--- src/rtl/adpll_pkg.sv ---
`default_nettype none
// +--------------------------------------------------------------------------+
// | adpll_pkg : shared ADPLL widths, typedefs and saturating clamp helper     |
// | Revision  : 1.0                                                           |
// +--------------------------------------------------------------------------+
package adpll_pkg;

  localparam int ERROR_WIDTH = 5;
  localparam int CTRL_WIDTH  = 8;
  localparam int ACC_WIDTH   = 12;

  typedef logic signed [ERROR_WIDTH-1:0] error_t;
  typedef logic signed [CTRL_WIDTH-1:0]  ctrl_t;

  // Clamp a signed value to the range of a signed word of the given width.
  function automatic logic signed [31:0] sat_signed(input logic signed [31:0] value,
                                                    input int width);
    logic signed [31:0] hi;
    logic signed [31:0] lo;
    hi = (32'sd1 <<< (width - 1)) - 32'sd1;
    lo = -(32'sd1 <<< (width - 1));
    if (value > hi)      sat_signed = hi;
    else if (value < lo) sat_signed = lo;
    else                 sat_signed = value;
  endfunction

endpackage
`default_nettype wire

--- src/rtl/loop_filter_pi_lock_detector.sv ---
`default_nettype none
// +--------------------------------------------------------------------------+
// | lock_detector : counts consecutive small-error samples, flags lock        |
// | Revision      : 1.0                                                       |
// +--------------------------------------------------------------------------+
module lock_detector #(
  parameter int ERROR_WIDTH = 5,
  parameter int LOCK_THRESH = 2,
  parameter int LOCK_COUNT  = 64
) (
  input  logic                          clk_i,
  input  logic                          reset_i,
  input  logic                          sample_i,
  input  logic signed [ERROR_WIDTH-1:0] error_i,
  output logic                          locked_o
);

  localparam int CNT_W = $clog2(LOCK_COUNT + 1);
  localparam logic [CNT_W-1:0]     CNT_MAX = CNT_W'(LOCK_COUNT);
  localparam logic [ERROR_WIDTH:0] THRESH  = (ERROR_WIDTH + 1)'(LOCK_THRESH);

  logic [CNT_W-1:0]        cnt_q, cnt_d;
  logic                    locked_q, locked_d;
  logic signed [ERROR_WIDTH:0] err_ext;
  logic [ERROR_WIDTH:0]    mag;
  logic                    in_lock;

  // One extra bit so the most negative error has a representable magnitude.
  always_comb begin
    err_ext  = {error_i[ERROR_WIDTH-1], error_i};
    mag      = err_ext[ERROR_WIDTH] ? $unsigned(-err_ext) : $unsigned(err_ext);
    in_lock  = (mag <= THRESH);
    cnt_d    = cnt_q;
    locked_d = locked_q;
    if (sample_i) begin
      if (!in_lock)             cnt_d = '0;
      else if (cnt_q != CNT_MAX) cnt_d = cnt_q + CNT_W'(1);
      locked_d = (cnt_d == CNT_MAX);
    end
  end

  always_ff @(posedge clk_i) begin
    if (reset_i) begin
      cnt_q    <= '0;
      locked_q <= 1'b0;
    end else begin
      cnt_q    <= cnt_d;
      locked_q <= locked_d;
    end
  end

  assign locked_o = locked_q;

endmodule
`default_nettype wire

--- src/rtl/loop_filter_pi.sv ---
`default_nettype none
// +--------------------------------------------------------------------------+
// | loop_filter_pi : two-stage PI loop filter with anti-windup for the ADPLL  |
// | Optional lock detector: define LOOP_FILTER_LOCK_DETECT_EN. Revision 1.0   |
// +--------------------------------------------------------------------------+
module loop_filter_pi
  import adpll_pkg::*;
#(
  parameter int ERROR_WIDTH = adpll_pkg::ERROR_WIDTH,
  parameter int KP_SHIFT    = 2,
  parameter int KI_SHIFT    = 4,
  parameter int ACC_WIDTH   = adpll_pkg::ACC_WIDTH,
  parameter int CTRL_WIDTH  = adpll_pkg::CTRL_WIDTH,
  parameter int LOCK_THRESH = 2,
  parameter int LOCK_COUNT  = 64
) (
  input  logic                          clk_i,
  input  logic                          reset_i,
  input  logic signed [ERROR_WIDTH-1:0] error_i,
  input  logic                          error_valid_i,
  input  logic                          hold_i,
  output logic signed [CTRL_WIDTH-1:0]  ctrl_o,
  output logic                          ctrl_valid_o,
  output logic                          sat_o,
  output logic                          locked_o
);

  localparam int SUM_W = ((ACC_WIDTH > ERROR_WIDTH + KP_SHIFT) ?
                          ACC_WIDTH : ERROR_WIDTH + KP_SHIFT) + 1;

  logic signed [ACC_WIDTH-1:0]   acc_q, acc_d;
  logic signed [ERROR_WIDTH-1:0] e_q, e_d;
  logic                          v1_q, v1_d;
  logic signed [CTRL_WIDTH-1:0]  ctrl_q, ctrl_d;
  logic                          ctrl_valid_q, ctrl_valid_d;
  logic                          sat_q, sat_d;

  logic signed [31:0]            acc_sum;
  logic signed [ACC_WIDTH-1:0]   acc_next;
  logic                          anti_windup;
  logic signed [SUM_W-1:0]       sum;
  logic signed [31:0]            ctrl_full;

  always_comb begin
    acc_sum  = 32'(acc_q) + 32'(error_i);
    acc_next = ACC_WIDTH'(sat_signed(acc_sum, ACC_WIDTH));
    // Stop integrating further into a rail the output is already pinned at.
    anti_windup = sat_q && (error_i[ERROR_WIDTH-1] == ctrl_q[CTRL_WIDTH-1]);

    acc_d = acc_q;
    e_d   = e_q;
    v1_d  = 1'b0;
    if (error_valid_i) begin
      e_d  = error_i;
      v1_d = 1'b1;
      if (!hold_i && !anti_windup) acc_d = acc_next;
    end

    // acc_q already holds this sample's contribution when v1_q is set.
    sum       = SUM_W'((32'(acc_q) >>> KI_SHIFT) + (32'(e_q) <<< KP_SHIFT));
    ctrl_full = sat_signed(32'(sum), CTRL_WIDTH);

    ctrl_d       = ctrl_q;
    sat_d        = sat_q;
    ctrl_valid_d = v1_q;
    if (v1_q) begin
      ctrl_d = CTRL_WIDTH'(ctrl_full);
      sat_d  = (ctrl_full != 32'(sum));
    end
  end

  always_ff @(posedge clk_i) begin
    if (reset_i) begin
      acc_q        <= '0;
      e_q          <= '0;
      v1_q         <= 1'b0;
      ctrl_q       <= '0;
      ctrl_valid_q <= 1'b0;
      sat_q        <= 1'b0;
    end else begin
      acc_q        <= acc_d;
      e_q          <= e_d;
      v1_q         <= v1_d;
      ctrl_q       <= ctrl_d;
      ctrl_valid_q <= ctrl_valid_d;
      sat_q        <= sat_d;
    end
  end

  assign ctrl_o       = ctrl_q;
  assign ctrl_valid_o = ctrl_valid_q;
  assign sat_o        = sat_q;

`ifdef LOOP_FILTER_LOCK_DETECT_EN
  lock_detector #(
    .ERROR_WIDTH (ERROR_WIDTH),
    .LOCK_THRESH (LOCK_THRESH),
    .LOCK_COUNT  (LOCK_COUNT)
  ) u_lock_detector (
    .clk_i    (clk_i),
    .reset_i  (reset_i),
    .sample_i (v1_q),
    .error_i  (e_q),
    .locked_o (locked_o)
  );
`else
  assign locked_o = 1'b0;
`endif

endmodule
`default_nettype wire

--- config.mk ---
export PLATFORM = sky130hd
export DESIGN_NAME = loop_filter_pi
export DESIGN_NICKNAME = d
export VERILOG_FILES = /design/src/rtl/adpll_pkg.sv /design/src/rtl/loop_filter_pi_lock_detector.sv /design/src/rtl/loop_filter_pi.sv
export SDC_FILE = /design/constraint.sdc
export NUM_CORES = 1
export LEC_CHECK = 0
export ABC_CLOCK_PERIOD_IN_PS = 3000
export CAP_MARGIN = 20
export CORE_ASPECT_RATIO = 1.75
export CORE_MARGIN = 5
export CORE_UTILIZATION = 56
export DETAILED_ROUTE_END_ITERATION = 6
export GPL_TIMING_DRIVEN = 0
export PLACE_DENSITY = 0.86
export SYNTH_ARGS = -nofsm -noshare
export SYNTH_HDL_FRONTEND = slang
export SYNTH_SLANG_ARGS = --single-unit
--- constraint.sdc ---
create_clock -name clk_i -period 3 [get_ports clk_i]
set_input_delay 0.45 -clock clk_i [delete_from_list [all_inputs] [get_ports clk_i]]
set_output_delay 0.45 -clock clk_i [all_outputs]
set_load 0.005 [all_outputs]
==> images/met1.png <==
The bar under the picture is 20 microns long.
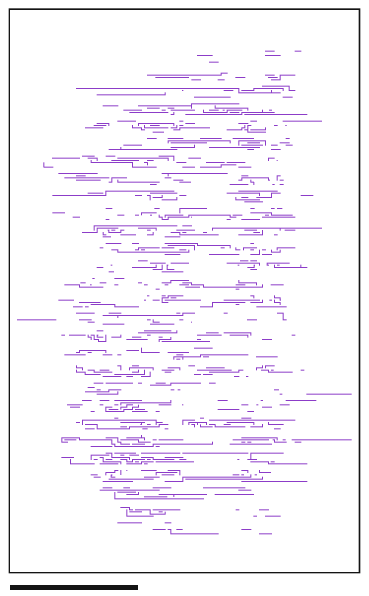
The wires run mostly horizontal. 237 nets have wire on it.

==> images/met2.png <==
The bar under the picture is 20 microns long.
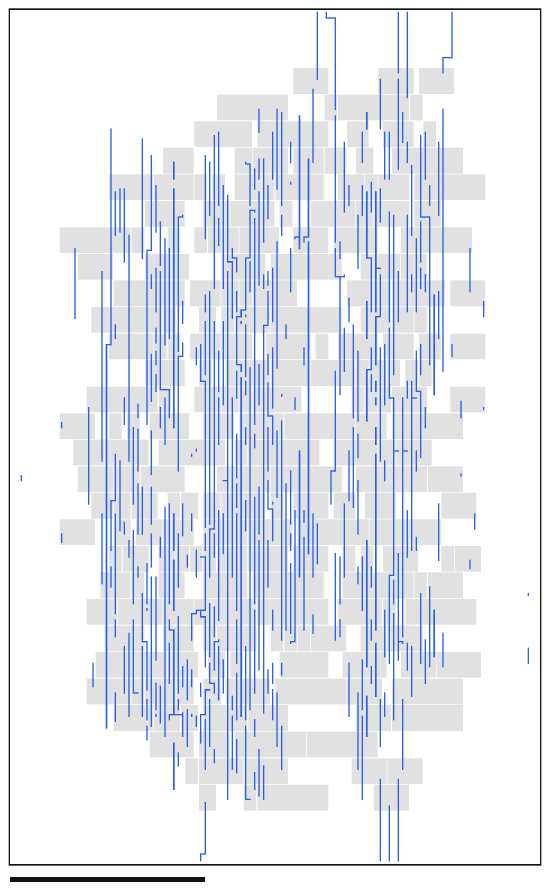
The longest straight run is 54.1 microns. The layer holds 55% of the routed length. 236 nets have wire on it. The wires run mostly vertical.

==> flow_metrics.py <==
# Metrics from the implementation run
metrics = {
    "synth": {
        "synth-main-ff-cell": "dfxtp_1",
        "ys_ff": 28,
        "yosysTopAreaCell": "dfxtp_1",
    },
    "timing": {
        "finalSetupViolations": 0,
        "timing.hold.ws_ns": 0.4920,
        "min_period_over_period_pct": 92.49,
    },
    "route": {
        "drc_errors": 0,
        "routed_wl_microns": 4035,
        "top_layer": "met4",
        "vias": 1599,
    },
    "setup_path": {
        "required_ns": 3.21,
        "worstRegToRegCells": 9,
    },
    "grt": {
        "grtUsageMet2_pct": 35.66,
        "use_met3_pct": 2.573,
        "grt_pass1_vias": 1601,
    },
    "run_status": {
        "status": "finished clean",
    },
    "placement": {
        "hpwl_microns": 3179,
    },
    "power_and_ir_drop": {
        "pwr-share-seq_pct": 41.1,
    },
    "finish": {
        "nNonClkInverters": 15,
    },
    "clock_network": {
        "cts-root-buf": "clkbuf_8",
        "post-cts-setup-buffer-count": 2,
    },
}
==> images/met3.png <==
The bar under the picture is 20 microns long.
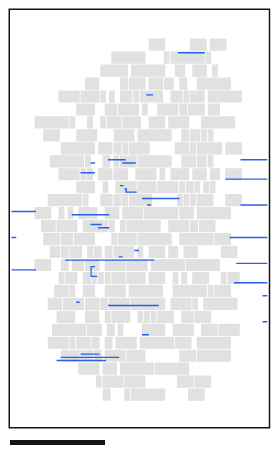
25 nets have wire on it. The longest straight run is 18.4 microns. The wires run mostly horizontal. The layer holds 3.7% of the routed length. The layer carries 151 microns of wire.

==> images/met4.png <==
The bar under the picture is 20 microns long.
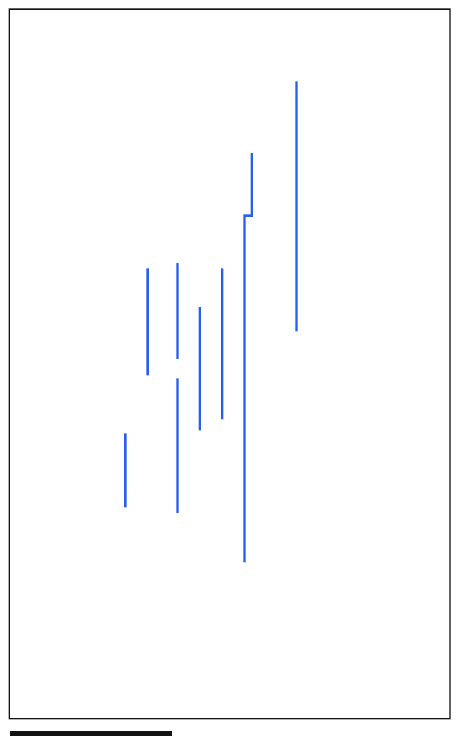
The layer carries 165 microns of wire. 8 nets have wire on it.

Power and IR drop assume default switching activity.
